$ cat src/rtl/uart_tx_arbiter_if.sv
// Requester-side bundle of the uart_tx arbiter.
// The master side belongs to the byte-stream sources, the slave side to the arbiter.
interface uart_tx_arbiter_if #(
   parameter int NREQ = 2
);
   logic [NREQ-1:0]   req;
   logic [8*NREQ-1:0] req_data;
   logic [NREQ-1:0]   req_last;
   logic [NREQ-1:0]   grant;
   logic [NREQ-1:0]   byte_ack;
   logic [NREQ-1:0]   byte_done;

   modport master (
      output req, req_data, req_last,
      input  grant, byte_ack, byte_done
   );

   modport slave (
      input  req, req_data, req_last,
      output grant, byte_ack, byte_done
   );
endinterface

$ cat src/rtl/uart_tx_arbiter.sv
// Packet-level round-robin sharing of one uart_tx between NREQ byte streams,
// with a per-byte watchdog on tx_done_tick.
module uart_tx_arbiter #(
   parameter int NREQ    = 2,
   parameter int TIMEOUT = 100000000,
   parameter int CW      = 30
) (
   input  logic             clk,
   input  logic             rst_n,
   uart_tx_arbiter_if.slave rq,
   output logic             timeout_err,
   output logic             busy,
   output logic             tx_start,
   output logic [7:0]       din,
   input  logic             tx_done_tick
);

   localparam int IW = (NREQ > 2) ? 2 : 1;

   typedef enum logic [2:0] {
      IDLE,
      LOAD,
      START,
      WAIT,
      HOLD
   } state_t;

   state_t          state;
   logic [IW-1:0]   owner;
   logic [IW-1:0]   last_grant;
   logic [IW-1:0]   pick;
   logic [IW-1:0]   cand;
   logic [IW:0]     sum;
   logic [NREQ-1:0] pick_oh;
   logic            last_flag;
   logic [CW-1:0]   cnt;

   // Walk downward so the nearest set bit after last_grant is written last.
   always_comb begin
      pick = last_grant;
      sum  = '0;
      cand = '0;
      for (int k = NREQ; k >= 1; k--) begin
         sum = {1'b0, last_grant} + (IW+1)'(k);
         if (sum >= (IW+1)'(NREQ))
            sum = sum - (IW+1)'(NREQ);
         cand = sum[IW-1:0];
         if (rq.req[cand])
            pick = cand;
      end
   end

   assign pick_oh = NREQ'(1) << pick;

   always_ff @(posedge clk) begin
      if (!rst_n) begin
         state       <= IDLE;
         owner       <= '0;
         last_grant  <= IW'(NREQ-1);
         last_flag   <= 1'b0;
         cnt         <= '0;
         rq.grant    <= '0;
         rq.byte_ack <= '0;
         rq.byte_done <= '0;
         timeout_err <= 1'b0;
         tx_start    <= 1'b0;
         busy        <= 1'b0;
         din         <= '0;
      end else begin
         rq.byte_ack  <= '0;
         rq.byte_done <= '0;
         timeout_err  <= 1'b0;
         tx_start     <= 1'b0;
         unique case (state)
            IDLE: begin
               if (|rq.req) begin
                  owner    <= pick;
                  rq.grant <= pick_oh;
                  busy     <= 1'b1;
                  state    <= LOAD;
               end
            end
            LOAD: begin
               din         <= rq.req_data[{owner, 3'b000} +: 8];
               last_flag   <= rq.req_last[owner];
               rq.byte_ack <= rq.grant;
               state       <= START;
            end
            START: begin
               tx_start <= 1'b1;
               cnt      <= '0;
               state    <= WAIT;
            end
            WAIT: begin
               // A done tick on the timeout cycle still counts as success.
               if (tx_done_tick) begin
                  rq.byte_done <= rq.grant;
                  if (last_flag) begin
                     rq.grant   <= '0;
                     last_grant <= owner;
                     busy       <= 1'b0;
                     state      <= IDLE;
                  end else begin
                     state <= HOLD;
                  end
               end else if (cnt == CW'(TIMEOUT-1)) begin
                  timeout_err <= 1'b1;
                  rq.grant    <= '0;
                  last_grant  <= owner;
                  busy        <= 1'b0;
                  state       <= IDLE;
               end else begin
                  cnt <= cnt + 1'b1;
               end
            end
            HOLD: begin
               if (rq.req[owner]) begin
                  state <= LOAD;
               end else begin
                  rq.grant   <= '0;
                  last_grant <= owner;
                  busy       <= 1'b0;
                  state      <= IDLE;
               end
            end
            default: state <= IDLE;
         endcase
      end
   end

endmodule

$ cat src/flat_wrapper.sv
// flat-port wrapper written by rule: the top's interface ports become plain ports
module uart_tx_arbiter_flat 
#(
   parameter int NREQ    = 2,
   parameter int TIMEOUT = 100000000,
   parameter int CW      = 30
)
  (clk, rst_n, timeout_err, busy, tx_start, din, tx_done_tick, rq_req, rq_req_data, rq_req_last, rq_grant, rq_byte_ack, rq_byte_done);
  uart_tx_arbiter_if #(.NREQ(NREQ)) rq_i ();
  input  logic clk;
  input  logic rst_n;
  output logic timeout_err;
  output logic busy;
  output logic tx_start;
  output logic [7:0] din;
  input  logic tx_done_tick;
  input wire logic [$bits(rq_i.req)-1:0] rq_req;
  input wire logic [$bits(rq_i.req_data)-1:0] rq_req_data;
  input wire logic [$bits(rq_i.req_last)-1:0] rq_req_last;
  output wire logic [$bits(rq_i.grant)-1:0] rq_grant;
  output wire logic [$bits(rq_i.byte_ack)-1:0] rq_byte_ack;
  output wire logic [$bits(rq_i.byte_done)-1:0] rq_byte_done;
  assign rq_i.req = rq_req;
  assign rq_i.req_data = rq_req_data;
  assign rq_i.req_last = rq_req_last;
  assign rq_grant = rq_i.grant;
  assign rq_byte_ack = rq_i.byte_ack;
  assign rq_byte_done = rq_i.byte_done;
  uart_tx_arbiter #(.NREQ(NREQ), .TIMEOUT(TIMEOUT), .CW(CW)) u_core (.clk(clk), .rst_n(rst_n), .rq(rq_i), .timeout_err(timeout_err), .busy(busy), .tx_start(tx_start), .din(din), .tx_done_tick(tx_done_tick));
endmodule
$ cat config.mk
export PLATFORM = sky130hd
export DESIGN_NAME = uart_tx_arbiter_flat
export DESIGN_NICKNAME = d
export VERILOG_FILES = /design/src/rtl/uart_tx_arbiter_if.sv /design/src/rtl/uart_tx_arbiter.sv /design/src/flat_wrapper.sv
export SDC_FILE = /design/constraint.sdc
export NUM_CORES = 1
export LEC_CHECK = 0
export CORE_UTILIZATION = 55
export CTS_CLUSTER_DIAMETER = 50
export CTS_CLUSTER_SIZE = 40
export DETAILED_ROUTE_END_ITERATION = 10
export GPL_TIMING_DRIVEN = 0
export PLACE_DENSITY = 0.89
export SYNTH_ARGS = -nofsm -noshare
export SYNTH_HDL_FRONTEND = slang
export SYNTH_SLANG_ARGS = --single-unit
$ cat constraint.sdc
create_clock -name clk -period 4.05 [get_ports clk]
set_input_delay 0.81 -clock clk [delete_from_list [all_inputs] [get_ports clk]]
set_output_delay 0.81 -clock clk [all_outputs]
set_load 0.005 [all_outputs]
==> run_1/class_map.png <==
Drawn at 4 px/um.
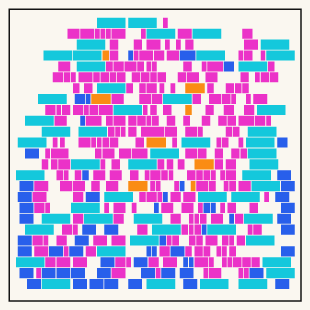
Cyan marks registers, cells 53, share of their area 33%. Orange marks clock drivers and dummy loads, cells 8, share of their area 2.6%. Magenta marks remaining logic cells, cells 255, share of their area 49%. Blue marks remaining buffers and delay cells, cells 59, share of their area 15%.
Floorplan Core Area: 4750 um^2
total number of placement rows: 25
utilization after layout: 0.693
sequential portion of the cell area: 0.322

==> run_1/util_map.png <==
Drawn at 4 px/um. 7 x 7 tiles, from black (low) to pale yellow (high), 0 to 100% covered.
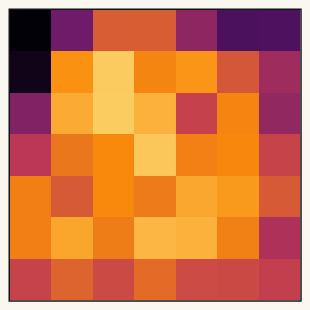
The mean over all tiles is 61%. The densest ninth of the die: center. 2.0% of the tiles are nearly empty. The fullest tile reaches 89%. 25% of the tiles are over 75% full.

==> reports/notes.md, run 1 <==
* **result of the run** completed
* **number of global-route vias before repair** 2561
* **TritonCTS clock tree** built
* **yosys stat cell total** 328
* **count of filler cells inserted in the layout** 391
* **n_diodes** 0
* **number of enable-type register cells in the synthesized netlist** 0
* **number of H-tree levels** 2
* **layout overhead on the synthesized area** 20.3%
* **combinational power** 167 uW
* **Syn Inst Count** 328
* **highest clock frequency the design can meet** 0.412 GHz
* **Period minus WS final** 2.43 ns
* **Flop pwr share** 0.544
* **Setup crit end kind** flop
* **data required time of the critical path** 4.28 ns
* **sum of routed wire length over all layers** 7.58 mm
* **highest routing layer actually used** met4
* **top comb family, area** simple AND/OR/NAND/NOR gates
* **cell depth of the worst flop-to-flop path** 7
* **largest registers in the final layout** u_core.cnt: 30 flops, u_core.din: 8 flops, u_core.state: 3 flops
* **end point of the most critical hold path** u_core.state[2]
* **dominant register cell** dfxtp_1
* **leftover overflow at the end of global routing** 0
* **library cell occupying the most area in the post-synthesis netlist** dfxtp_1
* **die x size** 72.6 um
* **Final Non-Filler Cells** 442
* **total routed wire length on the met1 layer** 3.23 mm
* **net count entering floorplan** 352
* **number of hold-repair buffers added at the cts stage** 0
* **Critical Path Most Common Cell** clkbuf_1
* **Critical Path Slowest Stage Cell** clkdlybuf4s50_1
* **most flop-heavy register** u_core.cnt
* **Critical Path Fanout Max** 10
* **Routability Congestion** 0.992
* **fraction of synthesized cell area taken by the top area cell type** 0.387
* **Crit Path Class** primary input to flop
* **kind of cell with the highest combined delay on the critical path** buffers and inverters
* **max-cap viol count** 0
* **total area of multi-input combinational cells** 1560 um^2
* **Reg2Reg Setup Slack** 1.66 ns
* **number of logic stages on the critical path including buffering** 5
* **share of final-layout standard cells stronger than drive strength 1** 0.0533
* **clock tree buffer depth** 2
* **leakage power figure** 1.14 nW
* **total via count in the routed design** 2798
* **reg2reg start** u_core.cnt[0]
* **antenna-violating nets left** 0
* **Post-route DRC** 0
* **Synth Area per Inst** 8.35 um^2
* **area occupied by registers** 1060 um^2
* **number of flip-flops under the largest register name** 30
* **unrepaired setup endpoints after global routing** no
* **number of CTS-inserted buffers** 5
* **Clock Network Area Fraction** 0.0250
* **Worst Hold Launch** u_core.last_flag
* **synthesis-stage register bit count** 53
* **peak ir drop on the vdd network** 156 uV
* **Net Sw Frac** 0.271
* **Post-Synth Adder-Cell Area** 0.00457
* **Area-dominant class** multi-input combinational cells
* **met2 Resource Use GR** 0.496
* **Layout Skew** 0.0117 ns
* **met3 track demand over resource in global routing** 0.0483
* **Tightest Pin Transition** 0.672 ns
* **critical path buffer and inverter count** 3
* **number of failing setup endpoints in the final timing report** 0
* **clock input transition at the sequential cells of the worst setup and hold paths** 0.10 ns
* **count of warnings emitted by yosys** 0
* **number of post-CTS setup repair buffers** 0
* **tap cell count** 67
* **die area** 5270 um^2
* **hold path depth** 1
* **Detail Route met2 WL** 3.62 mm
* **count of tool warnings** 26
* **number of unique standard cell types used by synthesis** 55
* **most instantiated cells after synthesis** dfxtp_1, nand2_1, nor2_1
* **Die Span Y** 72.6 um
* **kind of path behind the tightest hold check** flop to flop
* **cells along the critical path** clkdlybuf4s50_1, clkbuf_1, clkbuf_1, o21ai_0, a31oi_1
* **part of the cycle the worst path needs** 0.599
* **fraction of power consumed by combinational cells** 0.165
* **First DRT Iteration DRCs** 311
* **net total in the final layout** 398
* **end of the worst register-to-register path** u_core.cnt[6]
* **placed cells** 434
* **Final HPWL DP** 5.46 mm
* **total negative slack for setup checks** 0 ns
* **invs w/o clock** 7
* **internal portion of total power** 739 uW
* **heaviest power group** registers
* **XOR/XNOR share of the synthesized area** 0.00320
* **delay contributed by the slowest stage of the critical path** 0.57 ns
* **global-route wire length before repair** 12.2 mm
* **DR vias/cell** 6.33
* **CP Launch Type** primary input
* **clock power share** 0.291
* **Pre-Repair DR Iteration Count** 6
* **Cell Pwr Density** 307 nW/um^2
* **synthesized cell area** 2740 um^2
==> run_1/clock_nets.png <==
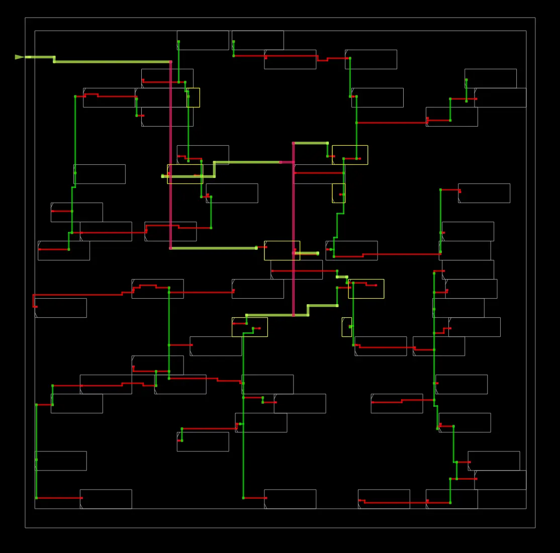
CTS sink cnt: 53
clock tree buffer count of the final layout: 6
clock latency at the later pin of the worst-skew pair: 0.31 ns
FFs & Latches: 53

==> run_1/pinout.png <==
Drawn at 4 px/um. Pins as bars across the die edge, other pins in gray.
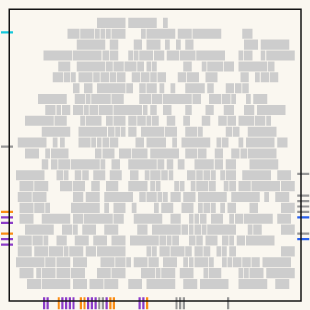

--- run 2 (diff from run 1) ---
--- a/config.mk
+++ b/config.mk
@@ -5,12 +5,12 @@
 export SDC_FILE = /design/constraint.sdc
 export NUM_CORES = 1
 export LEC_CHECK = 0
-export CORE_UTILIZATION = 55
+export CORE_UTILIZATION = 49
 export CTS_CLUSTER_DIAMETER = 50
 export CTS_CLUSTER_SIZE = 40
 export DETAILED_ROUTE_END_ITERATION = 10
 export GPL_TIMING_DRIVEN = 0
-export PLACE_DENSITY = 0.89
+export PLACE_DENSITY = 0.84
 export SYNTH_ARGS = -nofsm -noshare
 export SYNTH_HDL_FRONTEND = slang
 export SYNTH_SLANG_ARGS = --single-unit
==> constraint.sdc (replaced) <==
create_clock -name clk -period 2 [get_ports clk]
set_input_delay 0.4 -clock clk [delete_from_list [all_inputs] [get_ports clk]]
set_output_delay 0.4 -clock clk [all_outputs]
set_load 0.005 [all_outputs]
==> run_2/pinout.png <==
Drawn at 4 px/um. Pins as bars across the die edge, other pins in gray.
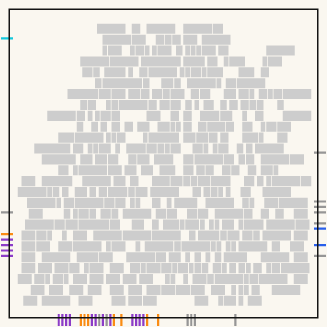
Orange marks `din`, pins 8, direction output, edge 7 bottom, 1 left. Blue marks `rq_byte_ack`, pins 2, direction output, edge right. Purple marks `rq_req_data`, pins 16, direction input, edge 12 bottom, 4 left. Cyan marks `clk`, pins 1, direction input, edge left.
die x size: 76.8 um
Die Span Y: 76.8 um

==> run 2 against run 1 <==
Against the previous run: the run now ends with setup timing left; cell area up 8.3%; sequential share of layout area down 2.2 points; routed wire length up 3.8%; register-to-register slack worse by 1.8 ns; largest cell class unchanged; largest power group unchanged.
==> reports/notes.md, run 2 <==
* **XOR/XNOR share of the synthesized area** 0.00320
* **clock power share** 0.312
* **kind of cell with the highest combined delay on the critical path** simple AND/OR/NAND/NOR gates
* **Reg2Reg Setup Slack** -0.1 ns
* **Worst Hold Launch** u_core.last_flag
* **total negative slack for setup checks** -0.478 ns
* **Synth Area per Inst** 8.35 um^2
* **clock latency at the later pin of the worst-skew pair** 0.31 ns
* **tap cell count** 70
* **CP Launch Type** flop
* **n_diodes** 0
* **met3 track demand over resource in global routing** 0.0464
* **dominant register cell** dfxtp_1
* **number of H-tree levels** 2
* **Tightest Pin Transition** 0.666 ns
* **share of final-layout standard cells stronger than drive strength 1** 0.158
* **Clock Network Area Fraction** 0.0277
* **Routability Congestion** 0.964
* **number of failing setup endpoints in the final timing report** 13
* **placed cells** 437
* **leftover overflow at the end of global routing** 0
* **number of unique standard cell types used by synthesis** 55
* **yosys stat cell total** 328
* **DR vias/cell** 6.27
* **number of hold-repair buffers added at the cts stage** 0
* **total routed wire length on the met1 layer** 3.39 mm
* **most instantiated cells after synthesis** dfxtp_1, nand2_1, nor2_1
* **number of CTS-inserted buffers** 5
* **end of the worst register-to-register path** u_core.cnt[11]
* **cells along the critical path** nor4_1, nand4_1, o21ai_4, buf_6, nand2_8, a311oi_2
* **Crit Path Class** flop to flop
* **Final Non-Filler Cells** 457
* **clock tree buffer depth** 2
* **antenna-violating nets left** 0
* **violations in the final reports** setup timing
* **count of tool warnings** 28
* **number of global-route vias before repair** 2616
* **kind of path behind the tightest hold check** flop to flop
* **Area-dominant class** multi-input combinational cells
* **First DRT Iteration DRCs** 308
* **net total in the final layout** 410
* **reg2reg start** u_core.cnt[28]
* **Setup crit end kind** flop
* **result of the run** finished, violations left
* **part of the cycle the worst path needs** 1.05
* **fraction of power consumed by combinational cells** 0.170
* **combinational power** 366 uW
* **leakage power figure** 1.22 nW
* **number of post-CTS setup repair buffers** 8
* **critical path buffer and inverter count** 1
* **FFs & Latches** 53
* **Final HPWL DP** 5.45 mm
* **Syn Inst Count** 328
* **net count entering floorplan** 352
* **CTS sink cnt** 53
* **invs w/o clock** 7
* **delay contributed by the slowest stage of the critical path** 0.48 ns
* **number of flip-flops under the largest register name** 30
* **peak ir drop on the vdd network** 441 uV
* **Post-route DRC** 0
* **Post-Synth Adder-Cell Area** 0.00457
* **heaviest power group** registers
* **met2 Resource Use GR** 0.438
* **internal portion of total power** 1.55 mW
* **synthesized cell area** 2740 um^2
* **largest registers in the final layout** u_core.cnt: 30 flops, u_core.din: 8 flops, u_core.state: 3 flops
* **Setup WS post-layout** -0.0977 ns
* **most flop-heavy register** u_core.cnt
* **cell depth of the worst flop-to-flop path** 6
* **Critical Path Slowest Stage Cell** nor4_1
* **number of logic stages on the critical path including buffering** 6
==> run_2/util_map.png <==
Drawn at 4 px/um. 8 x 8 tiles, from black (low) to pale yellow (high), 0 to 100% covered.
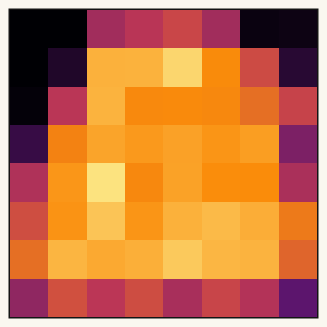
utilization after layout: 0.682
Floorplan Core Area: 5240 um^2
starting density of the core: 0.523

==> run_2/class_map.png <==
Drawn at 4 px/um.
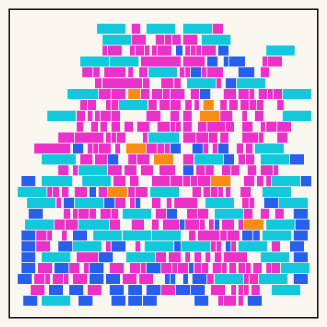

--- run 3 (diff from run 2) ---
--- a/config.mk
+++ b/config.mk
@@ -5,6 +5,7 @@
 export SDC_FILE = /design/constraint.sdc
 export NUM_CORES = 1
 export LEC_CHECK = 0
+export CORE_ASPECT_RATIO = 0.5
 export CORE_UTILIZATION = 49
 export CTS_CLUSTER_DIAMETER = 50
 export CTS_CLUSTER_SIZE = 40
==> run_3/class_map.png <==
Drawn at 3 px/um.
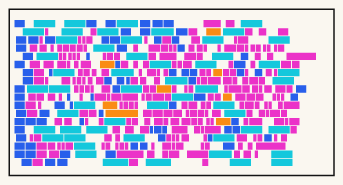
post-layout instance area: 3680 um^2
total number of placement rows: 18
Floorplan Core Area: 5160 um^2
utilization after layout: 0.714

==> run 3 against run 2 <==
Against the previous run: the flow still finishes with violations (setup timing); critical path type unchanged; fmax increased by 1.5%; die area increased by 0.31%; first-iteration DRC count down 19%; worst hold slack improved by 0.0069 ns; core utilization increased by 3.2 points; critical endpoint is now u_core.cnt[7]; setup slack better by 0.031 ns; critical path depth did not move; clock skew decreased by 0.00062 ns; area after synthesis unchanged; global-route usage rose by 2.9 points; synthesized cell count stayed put; routed wire length grew 6.9%.
==> reports/notes.md, run 3 <==
* **reg2reg start** u_core.cnt[7]
* **peak ir drop on the vdd network** 448 uV
* **fraction of synthesized cell area taken by the top area cell type** 0.387
* **top comb family, area** simple AND/OR/NAND/NOR gates
* **number of failing setup endpoints in the final timing report** 7
* **total routed wire length on the met1 layer** 3.64 mm
* **kind of path behind the tightest hold check** flop to flop
* **leftover overflow at the end of global routing** 0
* **number of CTS-inserted buffers** 5
* **global-route wire length before repair** 12.8 mm
* **count of tool warnings** 28
* **TritonCTS clock tree** built
* **yosys stat cell total** 328
* **Post-route DRC** 0
* **result of the run** finished, violations left
* **FFs & Latches** 53
* **average wire length per cell after detail routing** 18.0 um
* **library cell occupying the most area in the post-synthesis netlist** dfxtp_1
* **number of global-route vias before repair** 2624
* **met3 wire len** 846 um
* **end point of the most critical hold path** u_core.busy
* **number of enable-type register cells in the synthesized netlist** 0
* **Final Max Slew Viols** 0
* **synthesized cell area** 2740 um^2
* **sum of routed wire length over all layers** 8.41 mm
* **Setup WS post-layout** -0.0670 ns
* **Post-Route Hold Slack** 0.480 ns
* **Period minus WS final** 2.07 ns
* **max-cap viol count** 0
* **Post-Synth Adder-Cell Area** 0.00457
* **clock input transition at the sequential cells of the worst setup and hold paths** 0.11 ns
* **highest clock frequency the design can meet** 0.484 GHz
* **Tightest Pin Transition** 0.633 ns
* **DR vias/cell** 6.29
* **Final Non-Filler Cells** 466
* **leakage power figure** 1.29 nW
* **Clock Network Area Fraction** 0.0316
* **layout overhead on the synthesized area** 34.4%
* **largest registers in the final layout** u_core.cnt: 30 flops, u_core.din: 8 flops, u_core.state: 3 flops
* **most instantiated cells after synthesis** dfxtp_1, nand2_1, nor2_1
* **heaviest power group** registers
* **Critical Path Fanout Max** 8
* **highest routing layer actually used** met4
* **data arrival at the endpoint of the critical path** 2.29 ns
* **die x size** 108 um
* **most flop-heavy register** u_core.cnt
* **number of antenna violations at the first check in global routing** 0
* **Routability Congestion** 0.991
* **share of final-layout standard cells stronger than drive strength 1** 0.189
* **total negative slack for setup checks** -0.198 ns
* **Clock Power** 775 uW
* **met2 Resource Use GR** 0.510
* **Area-dominant class** multi-input combinational cells
* **net count entering floorplan** 352
* **Reg2Reg Setup Slack** -0.07 ns
* **clock tree buffer count of the final layout** 5
* **end of the worst register-to-register path** u_core.cnt[7]
* **cells along the critical path** nand4_1, or4_4, o21ai_4, buf_6, nand2_8, a311oi_2
* **clock latency at the later pin of the worst-skew pair** 0.32 ns
* **clock power share** 0.343
* **final hold vios** 0
* **First DRT Iteration DRCs** 249
* **Critical Path Slowest Stage Cell** or4_4
* **cell depth of the worst flop-to-flop path** 6
* **antenna-violating nets left** 0
* **number of input and output port buffers inserted** 39
* **dominant register cell** dfxtp_1
* **setup slack after placement** -0.308 ns
* **met3 track demand over resource in global routing** 0.0714
* **unrepaired setup endpoints after global routing** yes
* **Flop pwr share** 0.493
* **sequential portion of the cell area** 0.292
* **violations in the final reports** setup timing
* **number of H-tree levels** 2
* **placed cells** 437
* **delay contributed by the slowest stage of the critical path** 0.60 ns
* **synthesis-stage register bit count** 53
* **data required time of the critical path** 2.22 ns
* **cell chosen for the clock root** clkbuf_8
* **count of warnings emitted by yosys** 0
* **number of flip-flops under the largest register name** 30
* **Syn Inst Count** 328
* **net total in the final layout** 419
* **Worst Hold Launch** u_core.busy
* **number of logic stages on the critical path including buffering** 6
* **critical path buffer and inverter count** 1
* **tap cell count** 70
* **number of post-CTS setup repair buffers** 15
* **die area** 5910 um^2
* **starting density of the core** 0.531
* **Detail Route met2 WL** 3.78 mm
* **Synth Area per Inst** 8.35 um^2
* **Setup crit end kind** flop
* **Crit Path Class** flop to flop
* **post-synthesis sequential area ratio** 0.387
* **invs w/o clock** 7
* **part of the cycle the worst path needs** 1.03
* **number of hold-repair buffers added at the cts stage** 0
* **hold path depth** 2
* **Pre-Repair DR Iteration Count** 7
* **total via count in the routed design** 2932
* **Die Span Y** 54.9 um
* **n_diodes** 0
* **fraction of power consumed by combinational cells** 0.164
* **Layout Skew** 0.0133 ns
* **Net Sw Frac** 0.271
* **total area of multi-input combinational cells** 1710 um^2
* **CTS sink cnt** 53
* **Cell Pwr Density** 614 nW/um^2
* **kind of cell with the highest combined delay on the critical path** simple AND/OR/NAND/NOR gates
* **Final HPWL DP** 5.65 mm
* **internal portion of total power** 1.65 mW
* **clock tree buffer depth** 2
* **count of filler cells inserted in the layout** 388
* **area occupied by registers** 1070 um^2
* **combinational power** 372 uW
* **number of unique standard cell types used by synthesis** 55
* **XOR/XNOR share of the synthesized area** 0.00320
* **CP Launch Type** flop
==> run_3/pinout.png <==
Drawn at 4 px/um. Pins as bars across the die edge, other pins in gray.
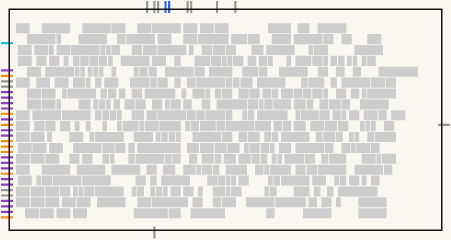
Blue marks `rq_byte_ack`, pins 2, direction output, edge top. Cyan marks `clk`, pins 1, direction input, edge left. Orange marks `din`, pins 8, direction output, edge left. Purple marks `rq_req_data`, pins 16, direction input, edge left.

No activity file was given, so power comes from the tool's default toggle rates.
